--- config.mk ---
export PLATFORM = sky130hd
export DESIGN_NAME = bin_to_bcd_seq
export DESIGN_NICKNAME = d
export VERILOG_FILES = /design/src/rtl/bin_to_bcd_seq.sv
export SDC_FILE = /design/constraint.sdc
export NUM_CORES = 1
export LEC_CHECK = 0
export ABC_AREA = 1
export CORE_UTILIZATION = 35
export DETAILED_ROUTE_END_ITERATION = 6
export GPL_TIMING_DRIVEN = 0
export PLACE_DENSITY = 0.57
export REMOVE_ABC_BUFFERS = 1
export SKIP_CTS_REPAIR_TIMING = 1
export SYNTH_ARGS = -nofsm -noshare
export SYNTH_HDL_FRONTEND = slang
export SYNTH_SLANG_ARGS = --single-unit
export TNS_END_PERCENT = 100
--- constraint.sdc ---
create_clock -name clock -period 1.3 [get_ports clock]
set_input_delay 0.26 -clock clock [delete_from_list [all_inputs] [get_ports clock]]
set_output_delay 0.26 -clock clock [all_outputs]
set_load 0.005 [all_outputs]
--- src/rtl/bin_to_bcd_seq.sv ---
// bin_to_bcd_seq: sequential signed binary to 7-segment digit codes via shift-add-3
module bin_to_bcd_seq #(
  parameter int WIDTH    = 16,
  parameter int DIGITS   = 5,
  parameter int BLANK_LZ = 1
) (
  input  logic                clock,
  input  logic                reset,
  input  logic                start,
  input  logic [WIDTH-1:0]    value,
  output logic                busy,
  output logic                done,
  output logic [4*DIGITS-1:0] digits,
  output logic [3:0]          sign_code
);
  localparam int CW = $clog2(WIDTH + 1);
  typedef enum logic [1:0] {IDLE, SHIFT, FORMAT} state_t;
  state_t                state, state_d;
  logic [WIDTH-1:0]      mag;
  logic [4*DIGITS-1:0]   bcd, adj, fmt;
  logic [CW-1:0]         count;
  logic                  sign, seen;
  assign busy = state != IDLE;
  always_comb begin
    state_d = state;
    if (state == IDLE && start) state_d = SHIFT;
    else if (state == SHIFT && count == CW'(WIDTH - 1)) state_d = FORMAT;
    else if (state == FORMAT) state_d = IDLE;
  end
  always_comb begin
    adj = bcd;
    for (int i = 0; i < DIGITS; i++)
      adj[4*i +: 4] = bcd[4*i +: 4] >= 4'd5 ? bcd[4*i +: 4] + 4'd3 : bcd[4*i +: 4];
  end
  // Walk down from the top nibble; everything above the first nonzero digit is blanked
  always_comb begin
    seen = 1'b0;
    fmt  = '0;
    for (int i = DIGITS - 1; i >= 0; i--) begin
      seen = seen | (bcd[4*i +: 4] != 4'd0) | (i == 0);
      fmt[4*i +: 4] = (BLANK_LZ != 0 && !seen) ? 4'hF : bcd[4*i +: 4];
    end
  end
  always_ff @(posedge clock) begin
    if (reset) begin
      state     <= IDLE;
      mag       <= '0;
      bcd       <= '0;
      count     <= '0;
      sign      <= 1'b0;
      done      <= 1'b0;
      digits    <= '1;
      sign_code <= 4'hF;
    end else begin
      state <= state_d;
      done  <= 1'b0;
      if (state == IDLE && start) begin
        sign  <= value[WIDTH-1];
        mag   <= value[WIDTH-1] ? -value : value;
        bcd   <= '0;
        count <= '0;
      end else if (state == SHIFT) begin
        {bcd, mag} <= {adj, mag} << 1;
        count      <= count + CW'(1);
      end else if (state == FORMAT) begin
        digits    <= fmt;
        sign_code <= sign ? 4'd11 : 4'hF;
        done      <= 1'b1;
      end
    end
  end
endmodule

==> out/results.tsv, run 1 <==
metric	value	unit
vertical die dimension	101	um
logic gate share of total power	23.5	%
share of post-route cells with drive strength above 1	32.4	%
final instance area	0.00516	mm^2
power consumed by combinational cells	1.16	mW
startpoint of the most critical setup path	bcd[16]	
top power consumer group	registers	
worst setup path endpoint	digits[7]	
hold-critical path endpoint	mag[0]	
status	complete, but fails checks	
cell type group with the largest total delay on the critical path	simple AND/OR/NAND/NOR gates	
Final Hold Vio Count	0	
Mapped Area	0.00344	mm^2
worst setup slack after layout	-0.315	ns
number of sinks driven by the clock tree	66	
input/output buffers	41	
post-layout minimum cycle time	1.62	ns
violated checks	setup timing	
count of warning messages emitted by the tools	34	
Worst Path Required	1.59	ns
endpoints failing setup	27	
number of I/O pins	45	
vias per inst	4.83	
==> run 1: placed cells by master, fill, tap and decap left out, types with 9 or more instances in the layout <==
cell type       count
clkbuf_8           12
inv_2              10
nand2_1           131
a21oi_1            28
a21oi_2            10
dfxtp_2            13
dlymetal6s2s_1     32
nor2_2              9
o211ai_1            9
nand2_2            10
dfxtp_1            45
nand3_1            20
buf_4              34
nor2_1             18
buf_6              13
o21ai_1            17
xor2_1             11
o21ai_0            12
inv_1              29
==> run 1: final cells by class <==
| cell class | count | area [um^2] | area share [%] |
|---|---|---|---|
| flip-flops and latches | 66 | 1370 | 26.5 |
| well taps | 129 | 161 | 3.13 |
| clock buffers | 14 | 173 | 3.35 |
| repair buffers | 95 | 1010 | 19.5 |
| clock inverters | 2 | 10.0 | 0.194 |
| multi-input cells | 350 | 2180 | 42.2 |
| repair inverters | 2 | 13.8 | 0.267 |
| inverters | 51 | 251 | 4.87 |
==> run 1: flip-flops by register name (all words and copies together) (netlist names) <==
name / flops
bcd: 20
sign: 1
sign_code: 1
done: 1
mag: 16
count: 5
state: 2
digits: 20
==> run 1: routing by layer <==
metal	wire, um	part of all wire (%)	global-route usage [%]	vias to the layer above
met5	0	0	0	-
li1	-	-	-	1764
met1	4510	48	20.6	1585
met4	110	1.2	4.35	0
met2	4400	47	25.2	59
met3	334	3.6	4.72	13
==> run 1: through the flow <==
| stage | util [%] | setup TNS [ns] | hold WS [ns] |
|---|---|---|---|
| 2_1_floorplan | - | -12.69 | 0.329 |
| 3_3_place_gp | 41.5 | -59.29 | 0.451 |
| 3_5_place_dp | 41.6 | -55.46 | 0.454 |
| 4_1_cts | 43.6 | -42.08 | 0.465 |
| 5_1_grt | 55.1 | -6.24 | 0.332 |
| 6_report | 55.1 | -3.17 | 0.326 |
==> run 1: Yosys cell counts <==
cell type	number	share of area [%]
a211o_1	1	0.25
a211oi_1	1	0.22
a21oi_1	38	5.5
a22o_1	1	0.25
a31oi_1	5	0.91
buf_2	10	1.5
buf_4	6	1.3
buf_6	1	0.33
clkbuf_1	5	0.55
conb_1	1	0.11
dfxtp_1	66	38
ha_1	16	5.8
inv_1	46	5.0
inv_2	5	0.55
nand2_1	144	16
nand3_1	20	2.9
nand3_2	1	0.29
nand3b_1	1	0.22
nand4_1	4	0.73
nor2_1	31	3.4
nor2_4	2	0.66
nor2_8	1	0.58
nor3_1	3	0.44
o211ai_1	9	2.0
o21a_1	1	0.22
o21ai_0	24	3.5
o21ai_1	11	1.6
o21ai_2	1	0.25
o22ai_1	12	2.2
or2_2	4	0.73
xnor2_1	4	1.0
xor2_1	11	2.8
==> run 1: tightest hold or removal path: cells and delay by family <==
family | cells | cell delay [ns]
AND-OR/OR-AND | 1 | 0.05
buffers and inverters | 3 | 0.32
==> run 1: cell families (layout without fill, tap and decap cells) <==
family | after synthesis | after routing | synth area share [%]
and+or+nand+nor | 211 | 212 | 25.7
adders and majority gates | 16 | 16 | 5.83
DFF | 66 | 66 | 38.5
xor gates and xnor gates | 15 | 15 | 3.82
AOI/OAI and AO/OA | 104 | 104 | 16.9
other | 1 | 3 | 0.109
buffers and inverters | 73 | 164 | 9.21
==> run_1/port_trees.png <==
Scale: 4 px per um.
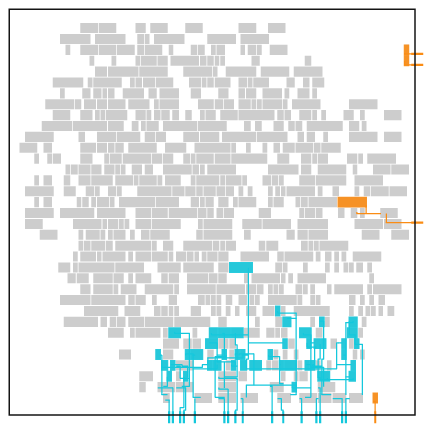
[orange] sign_code | bits: 4 | direction: output | edge: 3 east, 1 south | end cells: 4 | buffers: 1 | wire: 25.8 um
[cyan] value | bits: 16 | direction: input | edge: south | end cells: 44 | buffers: 16 | wire: 537 um

==> run_1/clock_wires.png <==
Scale: 3 px per um.
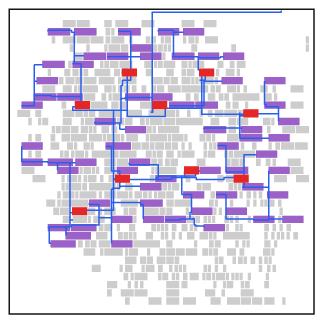
[purple] flip-flops | count: 66
[red] clock-net drivers | count: 9
[blue] clock wires | length: 874 um
routed clock nets: 10

==> run_1/ff_map.png <==
Scale: 3 px per um. Other sequential cells in the stronger gray, the rest of the logic in the fainter gray.
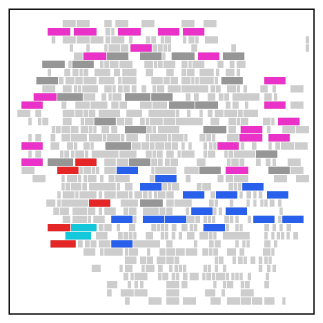
[cyan] state | flops: 2
[blue] mag | flops: 16
[magenta] digits | flops: 20
[red] count | flops: 5

## Run 2: what changed since run 1
Settings changed: CTS_CLUSTER_SIZE from default to 16, GPL_ROUTABILITY_DRIVEN from default to 1, TNS_END_PERCENT 100 to 5.
==> run_2/port_trees.png <==
Scale: 4 px per um.
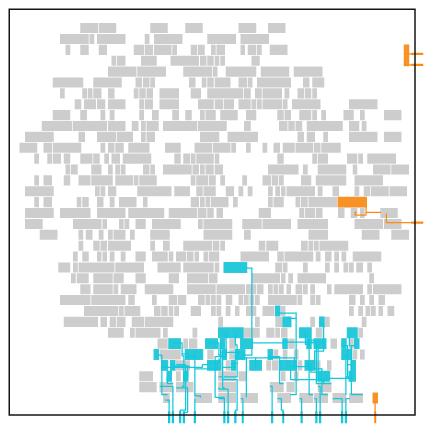
[cyan] value | bits: 16 | direction: input | edge: south | end cells: 44 | buffers: 16 | wire: 516 um
[orange] sign_code | bits: 4 | direction: output | edge: 3 east, 1 south | end cells: 4 | buffers: 1 | wire: 27.4 um

==> out/results.tsv, run 2 <==
metric	value	unit
Final Hold Vio Count	0	
worst setup path endpoint	digits[7]	
most instantiated cells after synthesis	nand2_1, dfxtp_1, inv_1, a21oi_1, nor2_1	
ys flop type	dfxtp_1	
starting utilization of the core area	36.7	%
count of warning messages emitted by the tools	34	
Yosys top cell by area	dfxtp_1	
Top Registers	bcd: 20 flops, digits: 20 flops, mag: 16 flops	
Register Area	0.00136	mm^2
status	complete, but fails checks	
vertical die dimension	101	um
Mapped Area	0.00344	mm^2
total detailed-routing wirelength	8210	um
Async SR Flop Fraction	0	%
share of post-route cells with drive strength above 1	21.0	%
startpoint of the most critical setup path	bcd[17]	
most used logic cell in the final layout	nand2_1	
area growth from synthesis to final layout	33.3	%
most used standard cell by instance count after synthesis	nand2_1	
highest-count cells in the layout ignoring fill and taps	nand2_1, dfxtp_1, a21oi_1	
input/output buffers	41	
antenna cell count	0	
number of sinks driven by the clock tree	66	
post-layout minimum cycle time	1.56	ns
logic area	0.00200	mm^2
number of I/O pins	45	
vias per inst	4.75	
violated checks	setup timing	
worst setup slack after layout	-0.262	ns
number of cell instances on the worst register-to-register path	10	
Worst Path Required	1.58	ns
number of enable-type register cells in the synthesized netlist	0	
endpoints failing setup	28	
==> run_2/ff_map.png <==
Scale: 3 px per um. Other sequential cells in the stronger gray, the rest of the logic in the fainter gray.
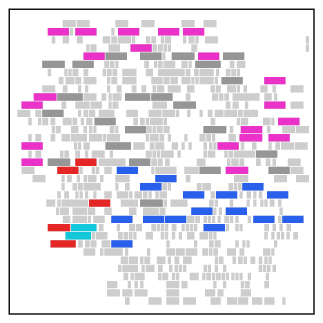
[blue] mag | flops: 16
[cyan] state | flops: 2
[red] count | flops: 5
[magenta] digits | flops: 20

[run 2: cell counts after synthesis]
No cell type changed its count.
[run 2: routing by layer]
layer	wire length [um]	vias up	global-route usage, %
li1	-	1685	-
met1	3990	1447	20.6
met4	92	0	4.35
met3	361	8	4.72
met2	3770	54	25.2
met5	0	-	0
[run 2: layout make-up]
type                            instances  share of cell area (%)
Tap cell                              129                    3.52
Clock inverter                          2                   0.219
Timing Repair Buffer                   59                    13.9
Clock buffer                           14                    3.77
Multi-Input combinational cell        350                    43.7
Timing Repair inverter                  2                   0.300
Sequential cell                        66                    29.7
Inverter                               51                    4.92
[run 2: critical path, stage by stage, from the launching register on]
cell,delay (ns)
dfxtp_2,0.33
inv_2,0.08
ha_4,0.16
nand2_4,0.06
nor2_4,0.09
nand4_1,0.15
nor2_1,0.19
nand4_1,0.18
nand2_1,0.13
nand2_2,0.06
nand2_1,0.06
[run 2: through the flow]
step / cell area (um^2) / instances / utilization (%) / hold slack [ns] / TNS (ns)
after floorplan: 3320 / 466 / - / 0.329 / -12.69
after global placement: 3890 / 636 / 41.5 / 0.451 / -59.29
after detailed placement: 3900 / 637 / 41.6 / 0.454 / -55.46
after CTS: 4080 / 653 / 43.6 / 0.465 / -42.08
after global routing: 4580 / 673 / 48.9 / 0.422 / -7.08
final: 4580 / 673 / 48.9 / 0.384 / -2.41
[run 2: kinds of logic after synthesis]
family	synth area share, %
other cells	0.109
compound gates	16.9
flops	38.5
buf+inv	9.21
xor+xnor	3.82
simple gates	25.7
fa+ha+maj	5.83
[run 2: worst min path at each step]
stage	startpoint	slack, ns	depth (start not counted)	end
6_report	value[5]	0.38	5	mag[5]
5_1_grt	value[5]	0.42	5	mag[5]
4_1_cts	bcd[3]	0.46	2	bcd[3]
3_5_place_dp	bcd[3]	0.45	2	bcd[3]
3_3_place_gp	bcd[3]	0.45	2	bcd[3]
2_1_floorplan	reset	0.33	1	mag[10]
[run 2: report_power, final]
group	leakage [nW]	switching [mW]	internal, mW
clock	0.0965	0.739	0.844
combinational	1.30	0.533	0.364
sequential	0.544	0.0748	2.11
total	1.95	1.35	3.32
Power is estimated from default activity; no workload was simulated.
